**Run 1: metal layers overlaid**

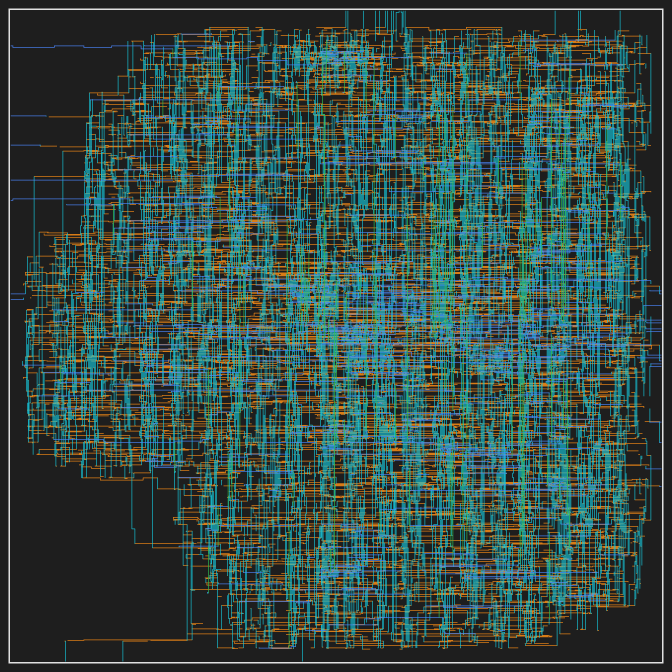
**Run 1: placed cells, one colour a class**

Fill, decap, tap and diode cells in grey.
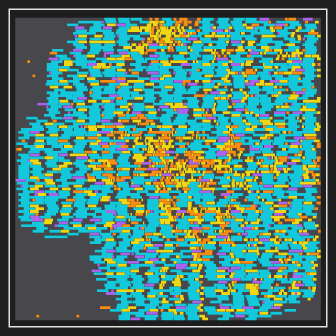
**Run 1: drive-strength map**

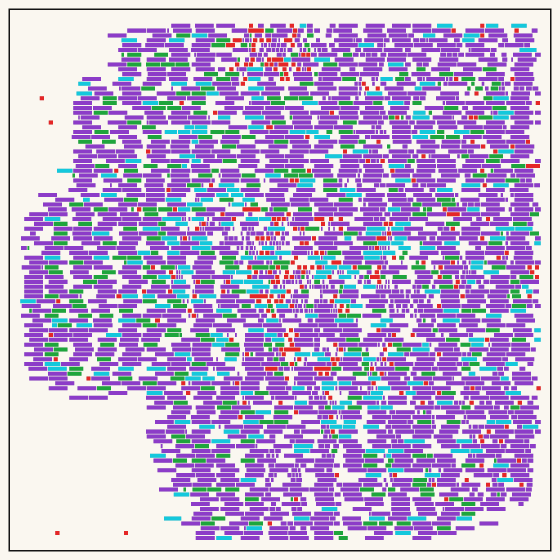
**Run 1: placed standard cells**

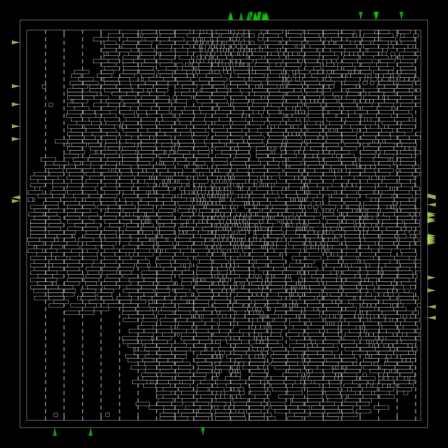
`src/rtl/out_channel_drain_if.sv`:
```
// Bundle of executor-side write signals and consumer-side drain stream for out_channel_drain.
// The slave modport is the drain block itself; master is whoever drives it.
interface out_channel_drain_if #(
  parameter int W    = 12,
  parameter int NOut = 100
);
  localparam int CW = $clog2(NOut + 1);

  logic          outWrite;
  logic [W-1:0]  outData;
  logic          vmFinished;
  logic          vmSuccess;
  logic          full;
  logic [CW-1:0] count;
  logic          overflow;
  logic          drainValid;
  logic [W-1:0]  drainData;
  logic          drainLast;
  logic          drainReady;
  logic          done;
  logic          success;

  modport slave (
    input  outWrite, outData, vmFinished, vmSuccess, drainReady,
    output full, count, overflow, drainValid, drainData, drainLast, done, success
  );

  modport master (
    output outWrite, outData, vmFinished, vmSuccess, drainReady,
    input  full, count, overflow, drainValid, drainData, drainLast, done, success
  );
endinterface

```
`src/rtl/out_channel_drain.sv`:
```
// Buffers executor output words in a circular buffer and streams them out over valid/ready,
// followed by one trailer word {success, accepted-word count}.
module out_channel_drain #(
  parameter int MemoryElementWidth = 12,
  parameter int NOut               = 100
) (
  input logic                clock,
  input logic                reset,
  out_channel_drain_if.slave bus
);
  localparam int W  = MemoryElementWidth;
  localparam int CW = $clog2(NOut + 1);
  localparam int PW = $clog2(NOut);
  localparam logic [PW-1:0] LAST_PTR = PW'(NOut - 1);
  localparam logic [CW-1:0] FULL_CNT = CW'(NOut);

  localparam logic [1:0] S_STREAM  = 2'd0;
  localparam logic [1:0] S_TRAILER = 2'd1;
  localparam logic [1:0] S_DONE    = 2'd2;

  logic [W-1:0]  mem [NOut];
  logic [PW-1:0] wptr;
  logic [PW-1:0] rptr;
  logic [CW-1:0] cnt;
  logic [CW-1:0] cnt_next;
  logic [W-2:0]  acc;
  logic [1:0]    state;
  logic          fin;
  logic          fin_next;
  logic          success_r;
  logic          overflow_r;
  logic          is_full;
  logic          wr_ok;
  logic          pop;

  function automatic logic [PW-1:0] ptr_inc(input logic [PW-1:0] p);
    return (p == LAST_PTR) ? '0 : p + 1'b1;
  endfunction

  assign is_full  = (cnt == FULL_CNT);
  // Space is judged on the registered count, so a same-cycle pop never rescues a write into a full buffer.
  assign wr_ok    = bus.outWrite && !fin && !is_full;
  assign pop      = (state == S_STREAM) && (cnt != '0) && bus.drainReady;
  assign fin_next = fin | bus.vmFinished;

  always_comb begin
    cnt_next = cnt;
    if (wr_ok && !pop)
      cnt_next = cnt + 1'b1;
    else if (pop && !wr_ok)
      cnt_next = cnt - 1'b1;
  end

  always_ff @(posedge clock) begin
    if (wr_ok)
      mem[wptr] <= bus.outData;
  end

  always_ff @(posedge clock or posedge reset) begin
    if (reset) begin
      wptr       <= '0;
      rptr       <= '0;
      cnt        <= '0;
      acc        <= '0;
      fin        <= 1'b0;
      success_r  <= 1'b0;
      overflow_r <= 1'b0;
      state      <= S_STREAM;
    end else begin
      if (wr_ok) begin
        wptr <= ptr_inc(wptr);
        acc  <= acc + 1'b1;
      end
      if (pop)
        rptr <= ptr_inc(rptr);
      cnt <= cnt_next;
      if (bus.outWrite && !fin && is_full)
        overflow_r <= 1'b1;
      if (!fin && bus.vmFinished) begin
        fin       <= 1'b1;
        success_r <= bus.vmSuccess;
      end
      // The trailer follows as soon as finish is known and the last buffered word has left.
      case (state)
        S_STREAM:  if (fin_next && cnt_next == '0) state <= S_TRAILER;
        S_TRAILER: if (bus.drainReady) state <= S_DONE;
        S_DONE:    state <= S_DONE;
        default:   state <= S_STREAM;
      endcase
    end
  end

  always_comb begin
    bus.drainData = '0;
    if (state == S_TRAILER)
      bus.drainData = {success_r, acc};
    else if (state == S_STREAM && cnt != '0)
      bus.drainData = mem[rptr];
  end

  assign bus.drainValid = (state == S_TRAILER) || (state == S_STREAM && cnt != '0);
  assign bus.drainLast  = (state == S_TRAILER);
  assign bus.done       = (state == S_DONE);
  assign bus.success    = success_r;
  assign bus.full       = is_full;
  assign bus.count      = cnt;
  assign bus.overflow   = overflow_r;
endmodule

```
`src/flat_wrapper.sv`:
```
// flat-port wrapper written by rule: the top's interface ports become plain ports
module out_channel_drain_flat 
#(
  parameter int MemoryElementWidth = 12,
  parameter int NOut               = 100
)
  (clock, reset, bus_outWrite, bus_outData, bus_vmFinished, bus_vmSuccess, bus_drainReady, bus_full, bus_count, bus_overflow, bus_drainValid, bus_drainData, bus_drainLast, bus_done, bus_success);
  out_channel_drain_if #(.W((12)), .NOut(NOut)) bus_i ();
  input logic clock;
  input logic reset;
  input wire logic [$bits(bus_i.outWrite)-1:0] bus_outWrite;
  input wire logic [$bits(bus_i.outData)-1:0] bus_outData;
  input wire logic [$bits(bus_i.vmFinished)-1:0] bus_vmFinished;
  input wire logic [$bits(bus_i.vmSuccess)-1:0] bus_vmSuccess;
  input wire logic [$bits(bus_i.drainReady)-1:0] bus_drainReady;
  output wire logic [$bits(bus_i.full)-1:0] bus_full;
  output wire logic [$bits(bus_i.count)-1:0] bus_count;
  output wire logic [$bits(bus_i.overflow)-1:0] bus_overflow;
  output wire logic [$bits(bus_i.drainValid)-1:0] bus_drainValid;
  output wire logic [$bits(bus_i.drainData)-1:0] bus_drainData;
  output wire logic [$bits(bus_i.drainLast)-1:0] bus_drainLast;
  output wire logic [$bits(bus_i.done)-1:0] bus_done;
  output wire logic [$bits(bus_i.success)-1:0] bus_success;
  assign bus_i.outWrite = bus_outWrite;
  assign bus_i.outData = bus_outData;
  assign bus_i.vmFinished = bus_vmFinished;
  assign bus_i.vmSuccess = bus_vmSuccess;
  assign bus_i.drainReady = bus_drainReady;
  assign bus_full = bus_i.full;
  assign bus_count = bus_i.count;
  assign bus_overflow = bus_i.overflow;
  assign bus_drainValid = bus_i.drainValid;
  assign bus_drainData = bus_i.drainData;
  assign bus_drainLast = bus_i.drainLast;
  assign bus_done = bus_i.done;
  assign bus_success = bus_i.success;
  out_channel_drain #(.MemoryElementWidth(MemoryElementWidth), .NOut(NOut)) u_core (.clock(clock), .reset(reset), .bus(bus_i));
endmodule
```
`config.mk`:
```
export PLATFORM = sky130hd
export DESIGN_NAME = out_channel_drain_flat
export DESIGN_NICKNAME = d
export VERILOG_FILES = /design/src/rtl/out_channel_drain_if.sv /design/src/rtl/out_channel_drain.sv /design/src/flat_wrapper.sv
export SDC_FILE = /design/constraint.sdc
export NUM_CORES = 1
export LEC_CHECK = 0
export CAP_MARGIN = 20
export CORE_MARGIN = 5
export CORE_UTILIZATION = 56
export DETAILED_ROUTE_END_ITERATION = 10
export PLACE_DENSITY_LB_ADDON = 0.25
export REMOVE_ABC_BUFFERS = 1
export SYNTH_ARGS = -nofsm -noshare
export SYNTH_HDL_FRONTEND = slang
export SYNTH_SLANG_ARGS = --single-unit
```
`constraint.sdc`:
```
create_clock -name clock -period 3.15 [get_ports clock]
set_clock_uncertainty 0.15 [all_clocks]
set_input_delay 0.4725 -clock clock [delete_from_list [all_inputs] [get_ports clock]]
set_output_delay 0.4725 -clock clock [all_outputs]
set_load 0.02 [all_outputs]
```
==> run summary, run 1 <==
status - complete, but fails checks
failing checks - negative setup slack
top logic cell by instance count in the layout - edfxtp_1
Leak - 0.0193 uW
global-route wire length before repair - 179 mm
initial antenna violation count - 2
main flop type - edfxtp_1
Post-synth EDFFs - 1,200
worst reg2reg path depth - 10
CTS Sinks - 1,237
vias in the first global route - 26,227
DR WL/cell - 30.3 um
die area - 92,400 sq um
Fin. Hold Viols - 0
Slew Viols, Final - 0
DRC violations left - 0
Worst slew margin - 0.241
Synth Seq Share - 0.764
# fillers - 5,204
Latency at later pin - 0.71 ns
reg2reg end - u_core.state[0]
DR pass1 iterations - 6
Final WS setup - -0.952 ns
grt ovf - 0
post-synth area from yosys stat - 48,400 sq um
leading area contributor after synthesis - edfxtp_1
final setup violation count - 14
MaxCap Viol Count - 0
synthesized area per cell - 19.9 sq um
Synth top cells by count - edfxtp_1 (1,200), mux4_2 (225), mux2i_1 (187)
I/O Pins - 43
post-layout min period - 4.10 ns
Via density - 6.48
Largest cells by area - edfxtp_1 (74%), mux4_2 (10%), mux2i_1 (3.9%)
R2R setup slack - -0.05 ns
Top cell area share - 0.744
RSZ-0062 raised after global routing - true
Tightest Pin Transition - 1.14 ns
pre-CTS WS - -0.756 ns
## Picture notes: 'metal layers overlaid'
| layer | colour | wire length |
|---|---|---|
| met3 | blue | 11,200 um |
| met1 | orange | 48.3 mm |
| met4 | green | 4,060 um |
| met2 | cyan | 59.2 mm |

## Picture notes: 'placed cells, one colour a class'
| class | colour | cells | share of their area |
|---|---|---|---|
| flip-flops | cyan | 1,237 | 65% |
| all other logic | yellow | 1,051 | 20% |
| clock drivers and dummy loads | purple | 223 | 7.0% |
| other buffers and delay cells | orange | 390 | 8.2% |

## Picture notes: 'drive-strength map'
| size | colour | cells | share |
|---|---|---|---|
| drive 3 to 4 | red | 267 | 9.2% |
| drive 6 and up | cyan | 280 | 9.7% |
| drive 1 or less | purple | 2,000 | 69% |
| drive 2 | green | 354 | 12% |

## Picture notes: 'placed standard cells'
Seq/total area: 0.632
Final Core Density: 0.684
fin cells: 4,046

run 1: cells by family after synthesis:
group                      Yosys count  share of synthesized area
xor gates and xnor gates            20                    0.00362
and+or+nand+nor                    298                     0.0285
AOI/OAI and AO/OA                  294                     0.0440
muxes                              417                      0.145
DFF                               1237                      0.764
buffers and inverters              151                     0.0133
adders and majority gates           10                    0.00258
run 1: area by class of cell:
cell class              instances  share of cell area
clock buffers                 140              0.0528
repair buffers                390              0.0803
flip-flops and latches       1237               0.632
multi-input cells            1039               0.195
diodes                          1           0.0000428
inverters                      12            0.000770
clock inverters                83              0.0151
well taps                    1144              0.0245
run 1: flip-flops by register name, indices dropped and copies added (netlist names):
name                 cells
u_core.mem            1200
u_core.acc              11
u_core.bus.count         7
u_core.rptr              7
u_core.wptr              7
u_core.state             2
u_core.bus.overflow      1
u_core.bus.success       1
u_core.fin               1
run 1: power by group:
| group | switching, uW | internal (uW) | total [uW] |
|---|---|---|---|
| logic | 8990 | 7910 | 16900 |
| registers | 141 | 18100 | 18300 |
| clock network | 6100 | 8320 | 14400 |
| total | 15200 | 34400 | 49600 |
run 1: critical path, delay by kind of cell, from the launching register on:
kind,cells,cell delay (ns)
and+or+nand+nor,1,0.27
buffers and inverters,3,0.65
muxes,1,0.58
AOI/OAI and AO/OA,3,0.72
DFF,1,0.52
run 1: metal layers:
layer  vias to the layer above  part of all wire  track usage
li1                      10879                 -            -
met1                     13720              0.39        0.378
met2                      1391              0.48        0.414
met3                       238             0.091       0.0488
met4                         0             0.033       0.0809
met5                         -                 0            0
run 1: timing repair:
action	4_1_cts	5_1_grt
gates cloned	9	4
resized	158	58
endpoints found under the setup margin	15	15
hold buffers	0	0
buffers inserted	19	16
pin swaps	28	22
==> run 2: changes to the inputs <==
--- a/config.mk
+++ b/config.mk
@@ -6,8 +6,10 @@
 export NUM_CORES = 1
 export LEC_CHECK = 0
 export CAP_MARGIN = 20
+export CELL_PAD_IN_SITES_DETAIL_PLACEMENT = 1
+export CELL_PAD_IN_SITES_GLOBAL_PLACEMENT = 1
 export CORE_MARGIN = 5
-export CORE_UTILIZATION = 56
+export CORE_UTILIZATION = 50
 export DETAILED_ROUTE_END_ITERATION = 10
 export PLACE_DENSITY_LB_ADDON = 0.25
 export REMOVE_ABC_BUFFERS = 1
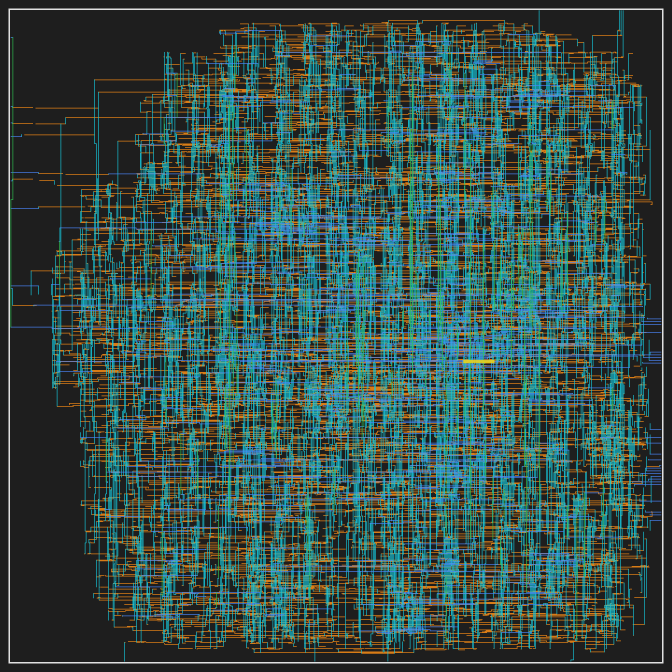
**Above:** run 2 (metal layers overlaid).
| layer | colour | wire length |
|---|---|---|
| met4 | green | 3,800 um |
| met5 | yellow | 13.8 um |
| met3 | blue | 13,800 um |
| met1 | orange | 55.6 mm |
| met2 | cyan | 68.1 mm |
Total GRT Usage: 0.270
Routed Wire Length: 141 mm
DR WL/cell: 33.2 um
vias: 27,190

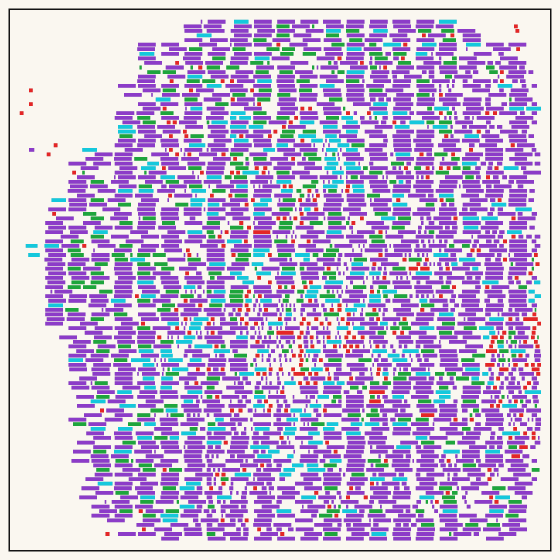
**Above:** run 2 (drive-strength map).
| size | colour | cells | share |
|---|---|---|---|
| drive 1 or less | purple | 2,014 | 68% |
| drive 2 | green | 358 | 12% |
| drive 3 to 4 | red | 327 | 11% |
| drive 6 and up | cyan | 280 | 9.4% |

==> run summary, run 2 <==
status - complete, but fails checks
failing checks - negative setup slack
Top cell area share - 0.744 (unchanged)
DR pass1 iterations - 7 (+1)
vias in the first global route - 28,775 (+9.7%)
final setup violation count - 14 (unchanged)
Latency at later pin - 0.71 ns (about the same)
reg2reg end - u_core.state[0]
Synth top cells by count - edfxtp_1 (1,200), mux4_2 (225), mux2i_1 (187)
Final WS setup - -1.10 ns (-0.149 ns)
Seq/total area - 0.625 (-0.00688)
Synth Seq Share - 0.764 (unchanged)
I/O Pins - 43 (unchanged)
family with the most delay on the worst path - multiplexers
synthesized area per cell - 19.9 sq um (unchanged)
Seq pwr share - 0.363 (-0.006)
initial antenna violation count - 2 (unchanged)
top logic cell by instance count in the layout - edfxtp_1
grt ovf - 0 (unchanged)
NonClk Buf Share - 0.0895 (+0.00919)
inverter count - 12 (unchanged)
max FFs per register - 1,200 (unchanged)
Via density - 6.39 (-1.4%)
n_taps - 1,276 (+12%)
leading area contributor after synthesis - edfxtp_1
ClkCell Share - 0.0654 (-0.00241)
switching share of power - 0.315 (+0.00803)
Logic pwr share - 0.355 (+0.014)
flip-flops - 1,237 (unchanged)
DRC violations left - 0 (unchanged)
Psw - 15,900 uW (+4.3%)
cts repair resizes - 170 (+7.6%)
Leading cell kind - flip-flops and latches
Leak - 0.0197 uW (+1.7%)
global-route wire length before repair - 203 mm (+13%)
die area - 103,000 sq um (+12%)
Post-synth EDFFs - 1,200 (unchanged)
biggest regs - u_core.mem (1200), u_core.acc (11)
Slew Viols, Final - 0 (unchanged)
Post-CTS Hold Buffers - 0 (unchanged)
## run 2: cell counts after synthesis
No cell type changed its count.
## run 2: power groups by stage
| stage | combinational (uW) | clock (uW) | sequential [uW] |
|---|---|---|---|
| 2_1_floorplan | 5600 | 0 | 19300 |
| 3_3_place_gp | 15100 | 0 | 18600 |
| 3_5_place_dp | 15400 | 0 | 18600 |
| 4_1_cts | 17100 | 14400 | 18300 |
| 5_1_grt | 18500 | 15300 | 18300 |
| 6_report | 17900 | 14200 | 18300 |
## run 2: cell families after synthesis
| family | share of synthesized area |
|---|---|
| adders and majority gates | 0.00258 |
| DFF | 0.764 |
| AOI/OAI and AO/OA | 0.0440 |
| muxes | 0.145 |
| xor gates and xnor gates | 0.00362 |
| buffers and inverters | 0.0133 |
| and+or+nand+nor | 0.0285 |
## run 2: how the worst max path moves through the flow
stage	to	slack (ns)
floorplan	bus_drainData[10]	-13.23
global placement	bus_drainData[10]	-1.05
detailed placement	bus_drainData[10]	-1.03
CTS	bus_drainData[0]	-1.02
global route	bus_drainData[4]	-1.14
finish	bus_drainData[2]	-1.10
## run 2: per-stage QoR
step                setup slack, ns  power, uW  hold WS [ns]  cells   util
CTS                           -1.02      49700        0.0716   4239  0.609
floorplan                    -13.23      24900         0.309   2288      -
global route                  -1.14      52100       0.00542   4255  0.614
finish                        -1.10      50400        0.0207   4255  0.614
detailed placement            -1.03      34000         0.295   3983  0.558
global placement              -1.05      33700         0.295   3983  0.558
## run 2: layer usage
layer,up-vias,global-route usage,share of wire
li1,11038,-,-
met1,14396,0.374,0.39
met2,1517,0.431,0.48
met3,237,0.0685,0.098
met4,2,0.0796,0.027
met5,-,0,0.000092
Power figures rest on the tool's default switching activity, not on a simulated workload.
